===== src/rtl/decoder_2nrm_if.sv =====
// Request/result bundle for the 2-NRM residue decoder.
// The requester drives start and the packed codeword; the decoder returns
// the reconstructed value, per-modulus mismatch flags and status.
interface decoder_2nrm_if;
  logic        start;
  logic [63:0] residues_in;
  logic [15:0] data_out;
  logic [3:0]  mismatch_mask;
  logic        range_err;
  logic        err_detected;
  logic        done;
  logic        busy;

  modport master (
    output start, residues_in,
    input  data_out, mismatch_mask, range_err, err_detected, done, busy
  );

  modport slave (
    input  start, residues_in,
    output data_out, mismatch_mask, range_err, err_detected, done, busy
  );
endinterface


===== src/rtl/decoder_2nrm.sv =====
// 2-NRM residue decoder with error detection.
// The value is rebuilt from the (257, 256) residue pair by a one-cycle CRT,
// then re-reduced against the four redundant moduli with one bit-serial
// restoring divider (17 steps per modulus). Any disagreement with the
// received redundant residues flags an error; nothing is corrected.
module decoder_2nrm (
  input  logic           clk,
  input  logic           rst_n,
  decoder_2nrm_if.slave  bus
);

  typedef enum logic [1:0] {IDLE, CRT, CHECK, OUT} state_t;

  state_t      state_q, state_d;
  logic [40:0] fld_q, fld_d;      // captured codeword bits [54:14]
  logic [16:0] x_q, x_d;          // reconstructed value
  logic [5:0]  rem_q, rem_d;      // running remainder of the serial divider
  logic [4:0]  bit_q, bit_d;      // dividend bit step, 0..16
  logic [1:0]  mod_q, mod_d;      // 0:61 1:59 2:55 3:53
  logic [3:0]  acc_q, acc_d;      // mismatch flags gathered during CHECK
  logic [15:0] data_q, data_d;
  logic [3:0]  mask_q, mask_d;
  logic        rerr_q, rerr_d;
  logic        err_q, err_d;
  logic        done_q, done_d;

  logic [8:0]  r257;
  logic [7:0]  r256;
  logic [5:0]  r61, r59, r55, r53;
  logic [5:0]  modulus, rcv, rem_nxt;
  logic        illegal;
  logic        unused_bits;

  // (r256 - r257) mod 257, correcting a borrow by adding 257 back.
  function automatic logic [8:0] crt_k(input logic [7:0] a, input logic [8:0] b);
    logic [9:0] d;
    d = {2'b00, a} - {1'b0, b};
    if (d[9]) d = d + 10'd257;
    return d[8:0];
  endfunction

  // One restoring step: shift in the next dividend bit, subtract if it fits.
  function automatic logic [5:0] mod_step(input logic [5:0] r, input logic b,
                                          input logic [5:0] m);
    logic [6:0] t;
    logic [6:0] s;
    t = {r, b};
    s = t - {1'b0, m};
    if (t >= {1'b0, m}) return s[5:0];
    return t[5:0];
  endfunction

  assign r257 = fld_q[40:32];
  assign r256 = fld_q[31:24];
  assign r61  = fld_q[23:18];
  assign r59  = fld_q[17:12];
  assign r55  = fld_q[11:6];
  assign r53  = fld_q[5:0];

  assign illegal = (r257 > 9'd256) | (r61 > 6'd60) | (r59 > 6'd58) |
                   (r55 > 6'd54) | (r53 > 6'd52);

  assign unused_bits = ^{bus.residues_in[63:55], bus.residues_in[13:0]};

  // Select the modulus under test and its received residue.
  always_comb begin
    modulus = 6'd61;
    rcv     = r61;
    case (mod_q)
      2'd1:    begin modulus = 6'd59; rcv = r59; end
      2'd2:    begin modulus = 6'd55; rcv = r55; end
      2'd3:    begin modulus = 6'd53; rcv = r53; end
      default: begin modulus = 6'd61; rcv = r61; end
    endcase
  end

  assign rem_nxt = mod_step(rem_q, x_q[5'd16 - bit_q], modulus);

  // Next-state and datapath updates for each phase of a decode.
  always_comb begin
    state_d = state_q;
    fld_d   = fld_q;
    x_d     = x_q;
    rem_d   = rem_q;
    bit_d   = bit_q;
    mod_d   = mod_q;
    acc_d   = acc_q;
    data_d  = data_q;
    mask_d  = mask_q;
    rerr_d  = rerr_q;
    err_d   = err_q;
    done_d  = 1'b0;
    case (state_q)
      IDLE: begin
        if (bus.start) begin
          state_d = CRT;
          fld_d   = bus.residues_in[54:14];
          rem_d   = '0;
          bit_d   = '0;
          mod_d   = '0;
          acc_d   = '0;
        end
      end
      CRT: begin
        x_d     = {9'd0, r256} + {crt_k(r256, r257), 8'd0};
        state_d = CHECK;
      end
      CHECK: begin
        rem_d = rem_nxt;
        bit_d = bit_q + 5'd1;
        if (bit_q == 5'd16) begin
          bit_d = '0;
          rem_d = '0;
          mod_d = mod_q + 2'd1;
          if (rem_nxt != rcv) acc_d[2'd3 - mod_q] = 1'b1;
          if (mod_q == 2'd3) state_d = OUT;
        end
      end
      OUT: begin
        rerr_d  = x_q[16] | illegal;
        data_d  = illegal ? 16'd0 : x_q[15:0];
        mask_d  = acc_q;
        err_d   = x_q[16] | illegal | (|acc_q);
        done_d  = 1'b1;
        state_d = IDLE;
      end
      default: state_d = IDLE;
    endcase
  end

  // FSM state register.
  always_ff @(posedge clk or negedge rst_n) begin
    if (!rst_n) state_q <= IDLE;
    else        state_q <= state_d;
  end

  // Working and result registers; all cleared by reset.
  always_ff @(posedge clk or negedge rst_n) begin
    if (!rst_n) begin
      fld_q  <= '0;
      x_q    <= '0;
      rem_q  <= '0;
      bit_q  <= '0;
      mod_q  <= '0;
      acc_q  <= '0;
      data_q <= '0;
      mask_q <= '0;
      rerr_q <= 1'b0;
      err_q  <= 1'b0;
      done_q <= 1'b0;
    end else begin
      fld_q  <= fld_d;
      x_q    <= x_d;
      rem_q  <= rem_d;
      bit_q  <= bit_d;
      mod_q  <= mod_d;
      acc_q  <= acc_d;
      data_q <= data_d;
      mask_q <= mask_d;
      rerr_q <= rerr_d;
      err_q  <= err_d;
      done_q <= done_d;
    end
  end

  assign bus.data_out      = data_q;
  assign bus.mismatch_mask = mask_q;
  assign bus.range_err     = rerr_q;
  assign bus.err_detected  = err_q;
  assign bus.done          = done_q;
  assign bus.busy          = (state_q != IDLE);

endmodule


===== src/flat_wrapper.sv =====
// flat-port wrapper written by rule: the top's interface ports become plain ports
module decoder_2nrm_flat 
  (clk, rst_n, bus_start, bus_residues_in, bus_data_out, bus_mismatch_mask, bus_range_err, bus_err_detected, bus_done, bus_busy);
  decoder_2nrm_if bus_i ();
  input  logic clk;
  input  logic rst_n;
  input wire logic [$bits(bus_i.start)-1:0] bus_start;
  input wire logic [$bits(bus_i.residues_in)-1:0] bus_residues_in;
  output wire logic [$bits(bus_i.data_out)-1:0] bus_data_out;
  output wire logic [$bits(bus_i.mismatch_mask)-1:0] bus_mismatch_mask;
  output wire logic [$bits(bus_i.range_err)-1:0] bus_range_err;
  output wire logic [$bits(bus_i.err_detected)-1:0] bus_err_detected;
  output wire logic [$bits(bus_i.done)-1:0] bus_done;
  output wire logic [$bits(bus_i.busy)-1:0] bus_busy;
  assign bus_i.start = bus_start;
  assign bus_i.residues_in = bus_residues_in;
  assign bus_data_out = bus_i.data_out;
  assign bus_mismatch_mask = bus_i.mismatch_mask;
  assign bus_range_err = bus_i.range_err;
  assign bus_err_detected = bus_i.err_detected;
  assign bus_done = bus_i.done;
  assign bus_busy = bus_i.busy;
  decoder_2nrm u_core (.clk(clk), .rst_n(rst_n), .bus(bus_i));
endmodule

===== config.mk =====
export PLATFORM = sky130hd
export DESIGN_NAME = decoder_2nrm_flat
export DESIGN_NICKNAME = d
export VERILOG_FILES = /design/src/rtl/decoder_2nrm_if.sv /design/src/rtl/decoder_2nrm.sv /design/src/flat_wrapper.sv
export SDC_FILE = /design/constraint.sdc
export NUM_CORES = 1
export LEC_CHECK = 0
export CORE_ASPECT_RATIO = 1.2
export CORE_MARGIN = 2
export CORE_UTILIZATION = 48
export DETAILED_ROUTE_END_ITERATION = 6
export PLACE_DENSITY = 0.81
export SLEW_MARGIN = 15
export SYNTH_ARGS = -nofsm -noshare
export SYNTH_HDL_FRONTEND = slang
export SYNTH_SLANG_ARGS = --single-unit

===== constraint.sdc =====
create_clock -name clk -period 7.1 [get_ports clk]
set_clock_uncertainty 0.1 [all_clocks]
set_input_delay 1.065 -clock clk [delete_from_list [all_inputs] [get_ports clk]]
set_output_delay 1.065 -clock clk [all_outputs]
set_load 0.01 [all_outputs]

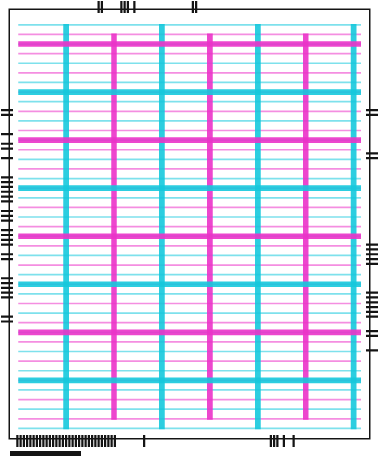
Run 1: supply network
Scale bar: 20 microns. Pins as bars on the die edge.
color	net
magenta	VDD
cyan	VSS
rows	42
met1 rails	43
met5 straps	8

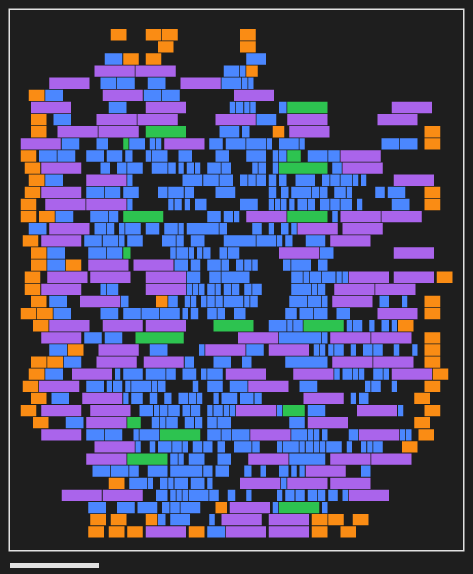
Run 1: placed cells, one color a class
Scale bar: 20 microns.
color	class	cells	share of their area
orange	remaining buffers and delay cells	71	11%
blue	remaining logic cells	403	45%
purple	registers	100	39%
green	clock drivers and dummy loads	16	5.1%

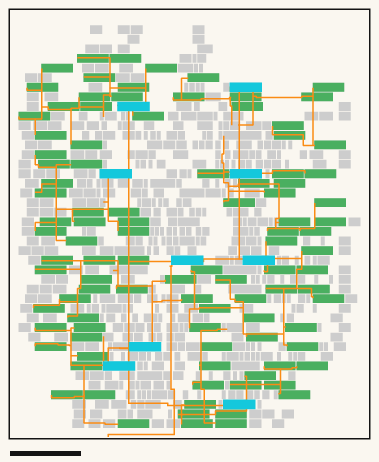
Run 1: routed clock nets over the placement
Scale bar: 20 microns.
[cyan] clock-net drivers | count: 9
[green] flip-flops | count: 100
[orange] clock wires | length: 1,190 microns
routed clock nets	10

==> job_summary.md, run 1 <==
### Flow metrics

| Metric | Value |
|---|---|
| Largest register FFs | `41` |
| Final setup viols | `0` |
| Inverters | `51` |
| Clk pwr share | `0.169` |
| GR Util met1 | `0.259` |
| H-tree Lvls | `3` |
| Routed WL per cell | `15.4 microns` |
| WHS Path Cells | `1` |
| Crit path to | `u_core.acc_q[3]` |
| Switching share of power | `0.401` |
| Top FF cell, synth | `dfrtp_1` |
| Most common logic cells in the final layout | `dfrtp_1, clkdlybuf4s50_1, mux2_2` |
| Tapcell Cnt | `154` |
| Worst setup margin | `2.24 ns` |
| Most numerous logic cell after layout | `dfrtp_1` |
| Ys flops | `100` |
| Core ar. | `11,100 sq um` |
| Hold Path Class | `reg -> reg` |
| First-pass DRT Iterations | `4` |
| Leak | `0.00284 uW` |
| Sink Count | `100` |
| Power Density | `479 nW/um^2` |
| Routed wl met3 | `462 microns` |
| Pre-CTS WS | `2.29 ns` |
| Max Used Layer | `met4` |
| Peak supply drop | `0.000201 V` |
| Status | `finished clean` |
| Initial antenna violation count | `0` |
| Largest Register | `u_core.fld_q` |
| Die Wd | `102 microns` |
| CTS buffer count | `9` |
| Port Buffers | `67` |
| Via density | `5.43` |
| Worst-path clk slew | `0.07 ns` |
| Vias | `4,038` |
| Tool warnings | `60` |
| Synth Instances | `525` |
| Synth Seq Share | `0.456` |
| Tmin final | `4.86 ns` |
| Initial drt markers | `230` |
| Post-CTS Setup Inserts | `0` |
| Max Fanout on Critical Path | `13` |
| Clock Buffer Count | `11` |
| Top non-seq family | `multiplexers` |
| Sequential fraction of design power | `0.326` |
| Vias in the first global route | `4,044` |
| Reg2reg start | `u_core.bit_q[0]` |
| Largest net degree at the start of global routing | `54` |
| Number of I/O pins | `91` |
| Die y size | `121 microns` |
| Hold EP | `u_core.bus.mismatch_mask[3]` |
| P_seq | `1030 uW` |
| Post-DRT Antenna Nets | `0` |
| Reg2reg setup slack | `2.24 ns` |
| GRT met3 Usage | `0.0230` |
| Largest area contributor in the synthesized netlist | `dfrtp_1` |
| Post-Synth AOI/OAI Area | `0.120` |
| Comb group | `1600 uW` |
| # resized after CTS | `0` |
| Cell area leaders | `dfrtp_1, mux2_2, ha_1` |
| Delay of the slowest critical-path stage | `0.67 ns` |
| Post-synthesis average cell area | `10.5 sq um` |
| FF/Latch Area | `2500 sq um` |
| Latency at later pin | `0.35 ns` |
| GRT overflow | `0` |
-- run 1: per-stage QoR --
step | hold WS, ns | util | instance area, sq um | total power [uW] | cells
final | 0.407 | 0.596 | 6610 | 3170 | 744
after global routing | 0.427 | 0.596 | 6610 | 3410 | 744
after CTS | 0.412 | 0.596 | 6610 | 3180 | 744
after detailed placement | 0.397 | 0.566 | 6280 | 2630 | 728
after global placement | 0.391 | 0.566 | 6280 | 2550 | 728
after floorplan | 0.377 | - | 5490 | 2190 | 525
-- run 1: cells in the mapped netlist, types with 8 or more instances --
master	n
dfrtp_1	100
inv_1	51
xor2_1	10
o22ai_1	20
nand3_1	13
mux2i_1	14
o21ai_0	20
ha_1	27
xnor2_1	13
nand4_1	8
clkbuf_1	13
nand2_1	45
a21oi_1	22
nor2_1	28
mux2_2	55
==> inputs of run 2 (changes only) <==
==> constraint.sdc (replaced) <==
create_clock -name clk -period 4.5 [get_ports clk]
set_clock_uncertainty 0.1 [all_clocks]
set_input_delay 0.675 -clock clk [delete_from_list [all_inputs] [get_ports clk]]
set_output_delay 0.675 -clock clk [all_outputs]
set_load 0.01 [all_outputs]
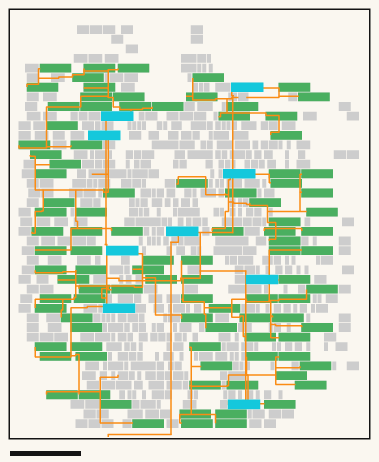
Run 2: routed clock nets over the placement
Scale bar: 20 microns.
[green] flip-flops | count: 100
[cyan] clock-net drivers | count: 9
[orange] clock wires | length: 1,160 microns
routed clock nets	10
flops lie	all over the die

==> job_summary.md, run 2 <==
### Flow metrics

| Metric | Value |
|---|---|
| GRT busiest layer | `met2` |
| Peak supply drop | `0.000347 V (+73%)` |
| Max Used Layer | `met4` |
| Hold Path Class | `in -> async` |
| Largest area contributor in the synthesized netlist | `dfrtp_1` |
| Tmin final | `4.19 ns (-0.665 ns)` |
| Post-place instance area | `6290 sq um (+0.24%)` |
| Largest register FFs | `41 (unchanged)` |
| Non-filler instance count after layout | `746 (+0.27%)` |
| Vias in the first global route | `4,167 (+3.0%)` |
| Critical path launch point | `u_core.bit_q[1]` |
| Inverters | `51 (unchanged)` |
| Ys flops | `100 (unchanged)` |
| Initial drt markers | `261 (+13%)` |
| First-pass DRT Iterations | `5 (+1)` |
| CP Launch Type | `flop` |
| Top FF cell, synth | `dfrtp_1` |
| Vias | `4,089 (+1.3%)` |
| H-tree Lvls | `3 (unchanged)` |
| Largest net degree at the start of global routing | `77 (+43%)` |
| Cell repeated most along the worst path | `ha_1` |
| Post-synthesis average cell area | `10.5 sq um (unchanged)` |
| Leak | `0.00284 uW (+0.19%)` |
| Tool warnings | `60 (unchanged)` |
| Yosys stat chip area | `5490 sq um` |
| Die Wd | `102 microns (unchanged)` |
| FILL cells | `920` |
| GR Util met1 | `0.274 (+0.0146)` |
| Die y size | `121 microns (unchanged)` |
| Most numerous logic cell after layout | `dfrtp_1` |
| Number of I/O pins | `91 (unchanged)` |
| Final setup viols | `0 (unchanged)` |
| Maximum Capacitance Violations | `0` |
| Largest Register | `u_core.fld_q` |
| CTS buffer count | `9 (unchanged)` |
| Reg2reg start | `u_core.bit_q[1]` |
| Core ar. | `11,100 sq um (unchanged)` |
| Detail Placement HPWL | `8.71 mm` |
| Most common logic cells in the final layout | `dfrtp_1, clkdlybuf4s50_1, mux2_2` |
| Reg2reg setup slack | `0.31 ns (-1.94 ns)` |
| Port Buffers | `67 (unchanged)` |
| Max Fanout on Critical Path | `6 (-7)` |
| Initial antenna violation count | `0 (unchanged)` |
| Design area | `6620 sq um (+0.17%)` |
| Latency at later pin | `0.35 ns (about the same)` |
| Tapcell Cnt | `154 (unchanged)` |
| Die ar. | `12,300 sq um` |
| Worst-path clk slew | `0.07 ns (about the same)` |
| Top non-seq family | `multiplexers` |
| CP max-delay cell | `dfrtp_1` |
| Cell area leaders | `dfrtp_1, mux2_2, ha_1` |
| Crit path to | `u_core.acc_q[0]` |
| Root Driver | `clkbuf_16` |
| Top-area cell share | `0.456` |
| Routed WL per cell | `15.6 microns (+1.6%)` |
| Post-Synth AOI/OAI Area | `0.120 (unchanged)` |
| Post-DRT Antenna Nets | `0 (unchanged)` |
| Routed wl met3 | `496 microns (+7.4%)` |
| Synth Seq Share | `0.456 (unchanged)` |
| Status | `finished clean` |
| Yosys top cell by instances | `dfrtp_1` |
| Seq/total area | `0.378` |
| Via density | `5.48 (+0.99%)` |
| Power Density | `754 nW/um^2 (+57%)` |
| GRT met3 Usage | `0.0248 (+0.00173)` |
| DP Cell Count | `730 (+0.27%)` |
| Most frequent cells after synthesis | `dfrtp_1, mux2_2, inv_1, nand2_1, nor2_1` |
| FF/Latch Area | `2500 sq um (unchanged)` |
| Clock Buffer Count | `11 (unchanged)` |
| GRT overflow | `0 (unchanged)` |
| Worst Tran Pin Value | `0.931 ns` |
| Synth Instances | `525 (unchanged)` |
| Met2 routed WL | `5.71 mm` |
| Sink Count | `100 (unchanged)` |
| Delay of the slowest critical-path stage | `0.39 ns (-0.28 ns)` |
| Critical path cell sequence | `inv_1 > ha_1 > nor3b_1 > ha_1 > and3b_1 > o31ai_2 > and2_1 > inv_1 > ha_1 > o21a_1 > o21ai_0 > a21oi_1 > nor2_1 > a31o_4 > mux2_2 > xnor2_1 > nor4_4 > o211ai_1` |
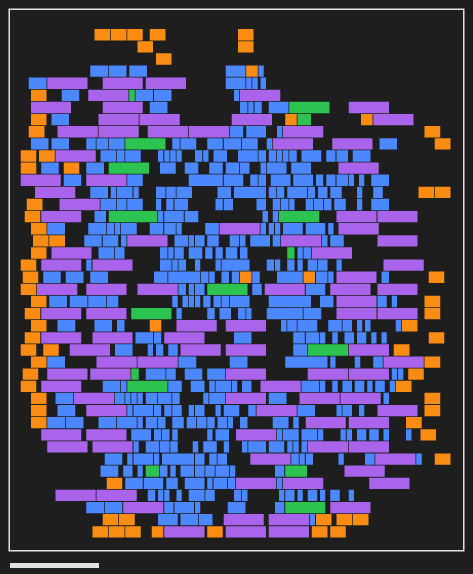
Run 2: placed cells, one color a class
Scale bar: 20 microns.
color	class	cells	share of their area
blue	remaining logic cells	403	45%
purple	registers	100	39%
green	clock drivers and dummy loads	16	4.7%
orange	remaining buffers and delay cells	73	11%

run 2: through the flow:
| stage | total power [uW] | util | setup WS, ns | hold WS (ns) |
|---|---|---|---|---|
| 4_1_cts | 4980 | 0.595 | 0.137 | 0.405 |
| 6_report | 4990 | 0.597 | 0.307 | 0.373 |
| 2_1_floorplan | 3460 | - | 0.329 | 0.279 |
| 3_5_place_dp | 4170 | 0.568 | 0.189 | 0.408 |
| 5_1_grt | 5390 | 0.597 | 0.000555 | 0.434 |
| 3_3_place_gp | 4050 | 0.568 | 0.248 | 0.392 |
run 2: where the power goes:
group	total (uW)	switching [uW]	internal [uW]
Combinational	2580	1360	1230
Clock	783	335	448
Sequential	1620	336	1290
Total	4990	2030	2970
run 2: repair_timing:
item | in CTS | in global routing
setup endpoints to repair | 0 | 4
setup buffers | 0 | 0
resized | 0 | 3
==> inputs of run 3 (changes only) <==
--- a/config.mk
+++ b/config.mk
@@ -10,6 +10,8 @@
 export CORE_UTILIZATION = 48
 export DETAILED_ROUTE_END_ITERATION = 6
 export PLACE_DENSITY = 0.81
+export SETUP_SLACK_MARGIN = 0.2
+export SKIP_CTS_REPAIR_TIMING = 1
 export SLEW_MARGIN = 15
 export SYNTH_ARGS = -nofsm -noshare
 export SYNTH_HDL_FRONTEND = slang
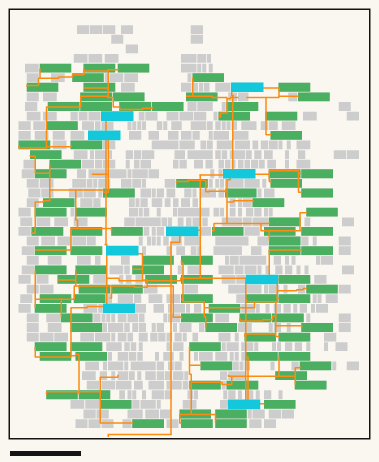
Run 3: routed clock nets over the placement
Scale bar: 20 microns.
[green] flip-flops | count: 100
[cyan] clock-net drivers | count: 9
[orange] clock wires | length: 1,120 microns
flops lie	all over the die
routed clock nets	10

==> job_summary.md, run 3 <==
### Flow metrics

| Metric | Value |
|---|---|
| Status | `finished clean` |
| Post-synthesis average cell area | `10.5 sq um (unchanged)` |
| Vias | `4,084 (-0.12%)` |
| Largest net degree at the start of global routing | `77 (unchanged)` |
| Post-DRT Antenna Nets | `0 (unchanged)` |
| Tool warnings | `60 (unchanged)` |
| Ys flops | `100 (unchanged)` |
| Crit path to | `u_core.acc_q[3]` |
| Latency at later pin | `0.35 ns (about the same)` |
| Worst setup margin | `0.413 ns (+0.105 ns)` |
| GRT met3 Usage | `0.0248 (unchanged)` |
| Die Wd | `102 microns (unchanged)` |
| Delay of the slowest critical-path stage | `0.39 ns (about the same)` |
| Cell area leaders | `dfrtp_1, mux2_2, ha_1` |
| Critical path cell sequence | `inv_1 > ha_2 > nor3b_2 > ha_1 > and3b_2 > o31ai_4 > and2_4 > inv_1 > ha_1 > o21a_1 > o21ai_0 > a21oi_1 > nor2_1 > a31o_4 > mux2_2 > xnor2_1 > nor4_4 > o211ai_1` |
| Max Fanout on Critical Path | `5 (-1)` |
| Critical path launch point | `u_core.bit_q[1]` |
| Die y size | `121 microns (unchanged)` |
| Largest register FFs | `41 (unchanged)` |
| Tmin final | `4.09 ns (-0.105 ns)` |
| Number of I/O pins | `91 (unchanged)` |
| Worst Tran Pin Value | `0.933 ns (+0.00151 ns)` |
| Yosys stat chip area | `5490 sq um (unchanged)` |
| GRT busiest layer | `met2` |
| Core ar. | `11,100 sq um (unchanged)` |
| Total power | `5090 uW (+1.9%)` |
| Post-place instance area | `6290 sq um (unchanged)` |
| Top non-seq family | `multiplexers` |
| Final setup viols | `0 (unchanged)` |
| Largest area contributor in the synthesized netlist | `dfrtp_1` |
| Leak | `0.00288 uW (+1.4%)` |
| H-tree Lvls | `3 (unchanged)` |
| Pre-CTS WS | `0.189 ns (unchanged)` |
| Vias in the first global route | `4,167 (unchanged)` |
| Maximum Capacitance Violations | `0 (unchanged)` |
| Hold_ws | `0.373 ns (-0.000388 ns)` |
| First-pass DRT Iterations | `5 (unchanged)` |
| CP max-delay cell | `dfrtp_1` |
| Final core occ | `0.604 (+0.00745)` |
| FILL cells | `905 (-1.6%)` |
| Most common logic cells in the final layout | `dfrtp_1, clkdlybuf4s50_1, mux2_2` |
| Top FF cell, synth | `dfrtp_1` |
| Initial antenna violation count | `0 (unchanged)` |
| Routed WL per cell | `15.7 microns (+0.19%)` |
| CP Launch Type | `flop` |
| Via density | `5.42 (-1.1%)` |
| Design area | `6700 sq um (+1.2%)` |
| Hold Path Class | `in -> async` |
| Reg2reg start | `u_core.bit_q[1]` |
| Yosys top cell by instances | `dfrtp_1` |
| Most numerous logic cell after layout | `dfrtp_1` |
| Top-area cell share | `0.456 (unchanged)` |
| Post-Synth AOI/OAI Area | `0.120 (unchanged)` |
| Largest Register | `u_core.fld_q` |
| Synth Seq Share | `0.456 (unchanged)` |
| CTS buffer count | `9 (unchanged)` |
| Root Driver | `clkbuf_16` |
| Detail Placement HPWL | `8.71 mm (unchanged)` |
| Worst-path clk slew | `0.07 ns (about the same)` |
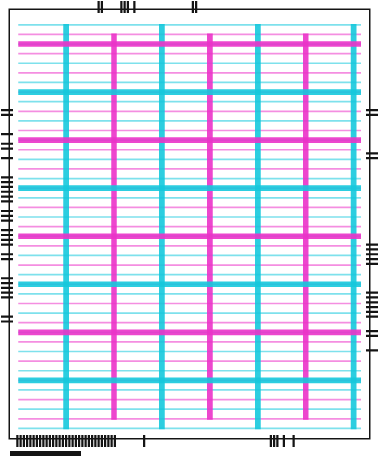
Run 3: supply network
Scale bar: 20 microns. Pins as bars on the die edge.
color	net
magenta	VDD
cyan	VSS
rows	42
met1 rails	43

[run 3: power breakdown]
group	switching (uW)	internal, uW	leakage (uW)
clock	331	448	0.000150
sequential	334	1290	0.00123
combinational	1390	1290	0.00150
[run 3: layout make-up]
| class | count | area, sq um | area share |
|---|---|---|---|
| timing repair buffer | 80 | 766 | 0.114 |
| sequential | 100 | 2500 | 0.374 |
| inverter | 51 | 191 | 0.0286 |
| clock inverter | 5 | 57.6 | 0.00859 |
| clock buffer | 11 | 243 | 0.0362 |
| tap | 154 | 193 | 0.0288 |
| multi-input combinational | 352 | 2750 | 0.410 |
[run 3: per-layer routing]
layer  vias to the layer above  part of all wire
met3                        20             0.032
met5                         -                 0
met4                         0             0.021
met2                       110              0.49
met1                      1963              0.45
li1                       1991                 -
Power is estimated from default activity; no workload was simulated.
